$ cat src/rtl/parallel_to_serial.sv
// parallel_to_serial: valid/ready loaded shift-register serializer with frame_start and serial_valid.
// Define SERIAL_PARITY_EN to append an even-parity bit after each word's data bits.
module parallel_to_serial #(
    parameter int WIDTH     = 4,
    parameter int MSB_FIRST = 1
) (
    input  logic             clk,
    input  logic             rst_n,
    input  logic [WIDTH-1:0] parallel_in,
    input  logic             load_valid,
    output logic             load_ready,
    output logic             serial_out,
    output logic             serial_valid,
    output logic             frame_start,
    output logic             busy
);
    localparam int CW = $clog2(WIDTH + 1);
    localparam logic [CW-1:0] LAST = CW'(WIDTH - 1);
`ifdef SERIAL_PARITY_EN
    typedef enum logic [1:0] {IDLE, SHIFT, PARITY} state_t;
    logic par, par_d;
`else
    typedef enum logic {IDLE, SHIFT} state_t;
`endif
    state_t state, state_d;
    logic [WIDTH-1:0] sreg, sreg_d, shifted;
    logic [CW-1:0] bcnt, bcnt_d;
    logic so_d, sv_d, fs_d, accept, last;
    function automatic logic first_bit(input logic [WIDTH-1:0] v);
        return (MSB_FIRST != 0) ? v[WIDTH-1] : v[0];
    endfunction
    assign last    = (bcnt == LAST);
    assign shifted = (MSB_FIRST != 0) ? (sreg << 1) : (sreg >> 1);
    assign busy    = (state != IDLE);
`ifdef SERIAL_PARITY_EN
    assign load_ready = (state == IDLE) || (state == PARITY);
`else
    assign load_ready = (state == IDLE) || ((state == SHIFT) && last);
`endif
    assign accept = load_valid && load_ready;
    // serial_out is loaded with the bit that sreg will present, keeping it a true flop output
    always_comb begin
        state_d = state;
        sreg_d  = sreg;
        bcnt_d  = bcnt;
        so_d    = 1'b0;
        sv_d    = 1'b0;
        fs_d    = 1'b0;
`ifdef SERIAL_PARITY_EN
        par_d   = par;
`endif
        if (accept) begin
            state_d = SHIFT;
            sreg_d  = parallel_in;
            bcnt_d  = '0;
            so_d    = first_bit(parallel_in);
            sv_d    = 1'b1;
            fs_d    = 1'b1;
`ifdef SERIAL_PARITY_EN
            par_d   = ^parallel_in;
`endif
        end else if (state == SHIFT) begin
            sreg_d = shifted;
            if (!last) begin
                bcnt_d = bcnt + 1'b1;
                so_d   = first_bit(shifted);
                sv_d   = 1'b1;
            end else begin
                bcnt_d = '0;
`ifdef SERIAL_PARITY_EN
                state_d = PARITY;
                so_d    = par;
                sv_d    = 1'b1;
`else
                state_d = IDLE;
`endif
            end
        end
`ifdef SERIAL_PARITY_EN
        else if (state == PARITY) begin
            state_d = IDLE;
        end
`endif
    end
    always_ff @(posedge clk or negedge rst_n) begin
        if (!rst_n) begin
            state        <= IDLE;
            sreg         <= '0;
            bcnt         <= '0;
            serial_out   <= 1'b0;
            serial_valid <= 1'b0;
            frame_start  <= 1'b0;
`ifdef SERIAL_PARITY_EN
            par          <= 1'b0;
`endif
        end else begin
            state        <= state_d;
            sreg         <= sreg_d;
            bcnt         <= bcnt_d;
            serial_out   <= so_d;
            serial_valid <= sv_d;
            frame_start  <= fs_d;
`ifdef SERIAL_PARITY_EN
            par          <= par_d;
`endif
        end
    end
endmodule

$ cat config.mk
export PLATFORM = sky130hd
export DESIGN_NAME = parallel_to_serial
export DESIGN_NICKNAME = d
export VERILOG_FILES = /design/src/rtl/parallel_to_serial.sv
export SDC_FILE = /design/constraint.sdc
export NUM_CORES = 1
export LEC_CHECK = 0
export ABC_AREA = 1
export ABC_CLOCK_PERIOD_IN_PS = 1400
export CORE_AREA = 2 2 39 41
export CTS_BUF_LIST = sky130_fd_sc_hd__clkbuf_4 sky130_fd_sc_hd__clkbuf_8
export DETAILED_ROUTE_END_ITERATION = 8
export DIE_AREA = 0 0 41 43
export SYNTH_ARGS = -nofsm -noshare
export SYNTH_HDL_FRONTEND = slang
export SYNTH_SLANG_ARGS = --single-unit
$ cat constraint.sdc
create_clock -name clk -period 1.4 [get_ports clk]
set_clock_uncertainty 0.05 [all_clocks]
set_input_delay 0.28 -clock clk [delete_from_list [all_inputs] [get_ports clk]]
set_output_delay 0.28 -clock clk [all_outputs]
set_load 0.1 [all_outputs]
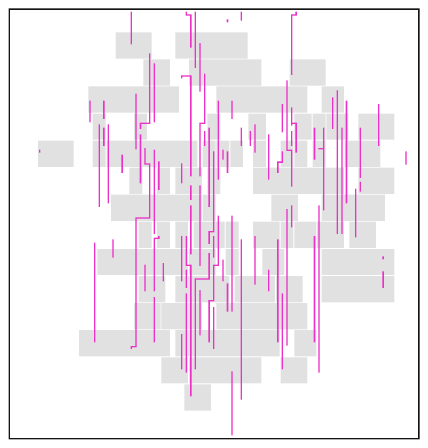
Figure 1: run 1, the metal 2 layer.
Cells faint in the background.
- nets with wire on the layer: 63
- share of all routed wire: 53%
- main direction: vertical
- longest straight run: 16.7 microns
- wire length on this layer: 476 microns
met2 Use GR: 0.184
vias: 376
Post-Route WL: 896 microns

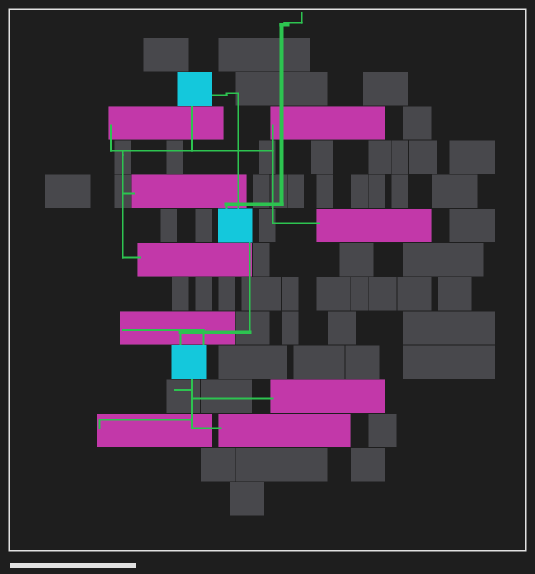
Figure 2: run 1, clock distribution.
The bar under the picture is 10 microns long.
- green: clock wires (length 128 microns)
- magenta: flip-flops (count 9)
- cyan: clock-net drivers (count 3)
- routed clock nets: 4

==> results.txt, run 1 <==
run results: Setup-failing EPs final=1, CP delay by family, top=flip-flops, multi-input gates=29, CTS sink cnt=9, dpl ws=0.00432 ns, dominant cell type by area after synthesis=dfrtp_1, met3 wire len=37 microns, fin cells=83, chip area=0.00176 sq mm, max incr delay on CP=0.38 ns, TritonCTS clock tree=yes, clock slew seen by the registers of the worst setup and hold paths=0.06 ns, port buffer count=11, RePlAce Congestion=0.669, Log Warnings=28, RSZ-0062 raised after global routing=true, Remaining DRCs=0, Longest Clk Path Bufs=2, placed cell count=75, failing checks=setup timing, status=finished with violations, yosys adder share=0.0309, total grt overflow=0, Synth top cell by count=nand2_1, final worst-path setup slack=-0.133 ns, R2R Path End=sreg[0]$_DFFE_PN0P_, cell count in the Yosys report=45, Non-clk invs=6, fin. max-slew vios=0, number of clock buffers in the layout=4, Top Usage Layer GRT=met2, area grow syn2layout=71.3%, vias in the first global route=329
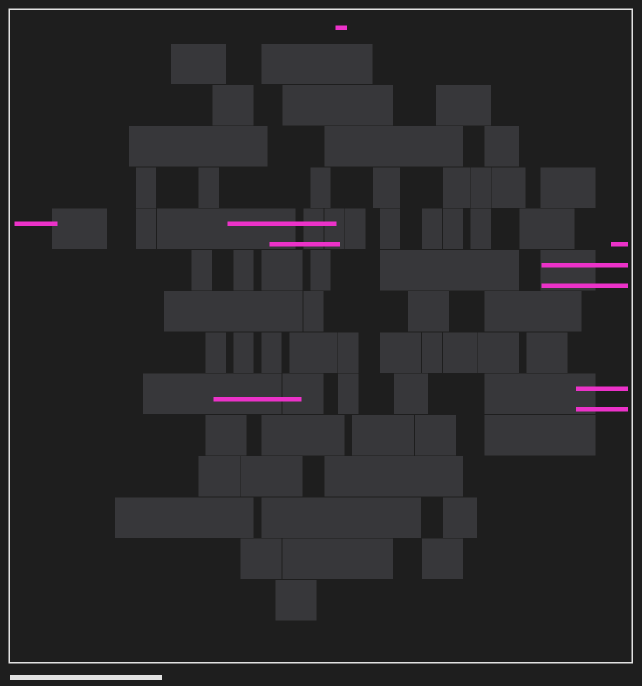
Figure 3: run 1, metal 3.
The bar under the picture is 10 microns long. Cells faint in the background.
- main direction: horizontal
- share of all routed wire: 4.2%
- nets with wire on the layer: 9
- wire length on this layer: 37.4 microns
M3 GR Usage: 0.0314

Figure 4. Wiring by layer (run 1).
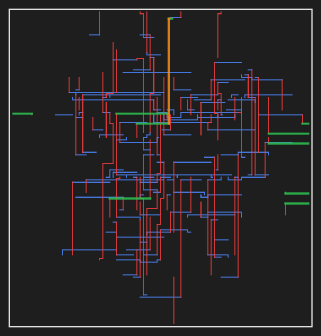

==> run 2: changes to the inputs <==
Settings changed: ABC_AREA 1 to default, CORE_AREA 2 2 39 41 to default, CORE_UTILIZATION from default to 30, DIE_AREA 0 0 41 43 to default.
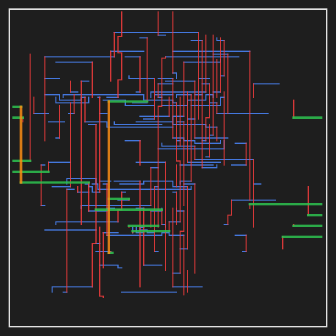
Figure 5: run 2, wiring by layer.
- red: M2 (wire length 548 microns)
- blue: M1 (wire length 392 microns)
- orange: M4 (wire length 28.6 microns)
- green: M3 (wire length 63.5 microns)

==> results.txt, run 2 <==
run results: status=finished with violations, failing checks=setup timing, vias in the first global route=380 (+16%), Non-clk invs=2 (-4), RSZ-0062 raised after global routing=true, met3 wire len=63 microns (+70%), cell count in the Yosys report=37 (-18%), Setup-failing EPs final=5 (+4), dpl ws=-0.0212 ns (-0.0255 ns), Remaining DRCs=0 (unchanged), number of clock buffers in the layout=4 (unchanged), Longest Clk Path Bufs=2 (unchanged), vias=387 (+2.9%), fin. max-slew vios=0 (unchanged), R2R Path End=sreg[1]$_DFFE_PN0P_, Post-Route WL=1030 microns (+15%), TritonCTS clock tree=yes, max incr delay on CP=0.42 ns (+0.04 ns), met2 Use GR=0.275 (+0.0902), CTS sink cnt=9 (unchanged), multi-input gates=23 (-21%), final worst-path setup slack=-0.242 ns (-0.109 ns), area grow syn2layout=77.7%, fin cells=77 (-7.2%), M3 GR Usage=0.0341 (+0.00268), placed cell count=66 (-12%)
Figure 6. Clock distribution (run 2).
The bar under the picture is 10 microns long.
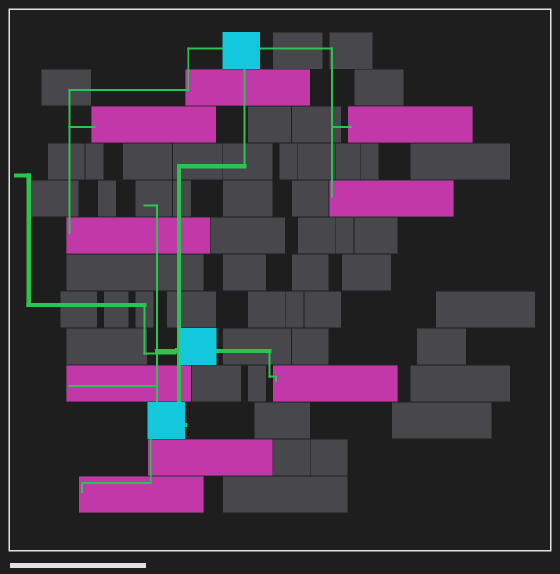

==> run 3: changes to the inputs <==
Settings changed: GPL_TIMING_DRIVEN from default to 0.
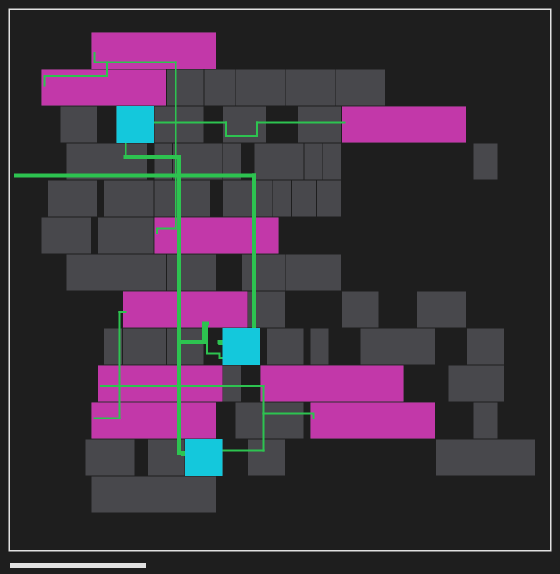
Figure 7: run 3, clock distribution.
The bar under the picture is 10 microns long.
- magenta: flip-flops (count 9)
- green: clock wires (length 149 microns)
- cyan: clock-net drivers (count 3)
- routed clock nets: 4

==> results.txt, run 3 <==
run results: TritonCTS clock tree=yes, vias=370 (-4.4%), number of clock buffers in the layout=4 (unchanged), failing checks=setup timing, global-route wire length before repair=1440 microns, final worst-path setup slack=-0.225 ns (+0.0170 ns), Remaining DRCs=0 (unchanged), CTS sink cnt=9 (unchanged), RSZ-0062 raised after global routing=true, status=finished with violations, Post-Route WL=978 microns (-5.2%), Longest Clk Path Bufs=2 (unchanged), placed cell count=63 (-4.5%), fin cells=76 (-1.3%), multi-input gates=23 (unchanged), seq_cells=9, vias in the first global route=346 (-8.9%), fin. max-slew vios=0 (unchanged), dpl ws=-1.06 ns (-1.03 ns), Setup-failing EPs final=6 (+1), met2 Use GR=0.209 (-0.0656), M3 GR Usage=0.0625 (+0.0284), cell count in the Yosys report=37 (unchanged), count of library flops with an enable pin=0, top cells by area, synth=dfrtp_1 (53%), nand2_1 (5.3%), mux2i_1 (4.7%), met3 wire len=55 microns (-13%), max incr delay on CP=0.41 ns (about the same), dominant cell type by area after synthesis=dfrtp_1
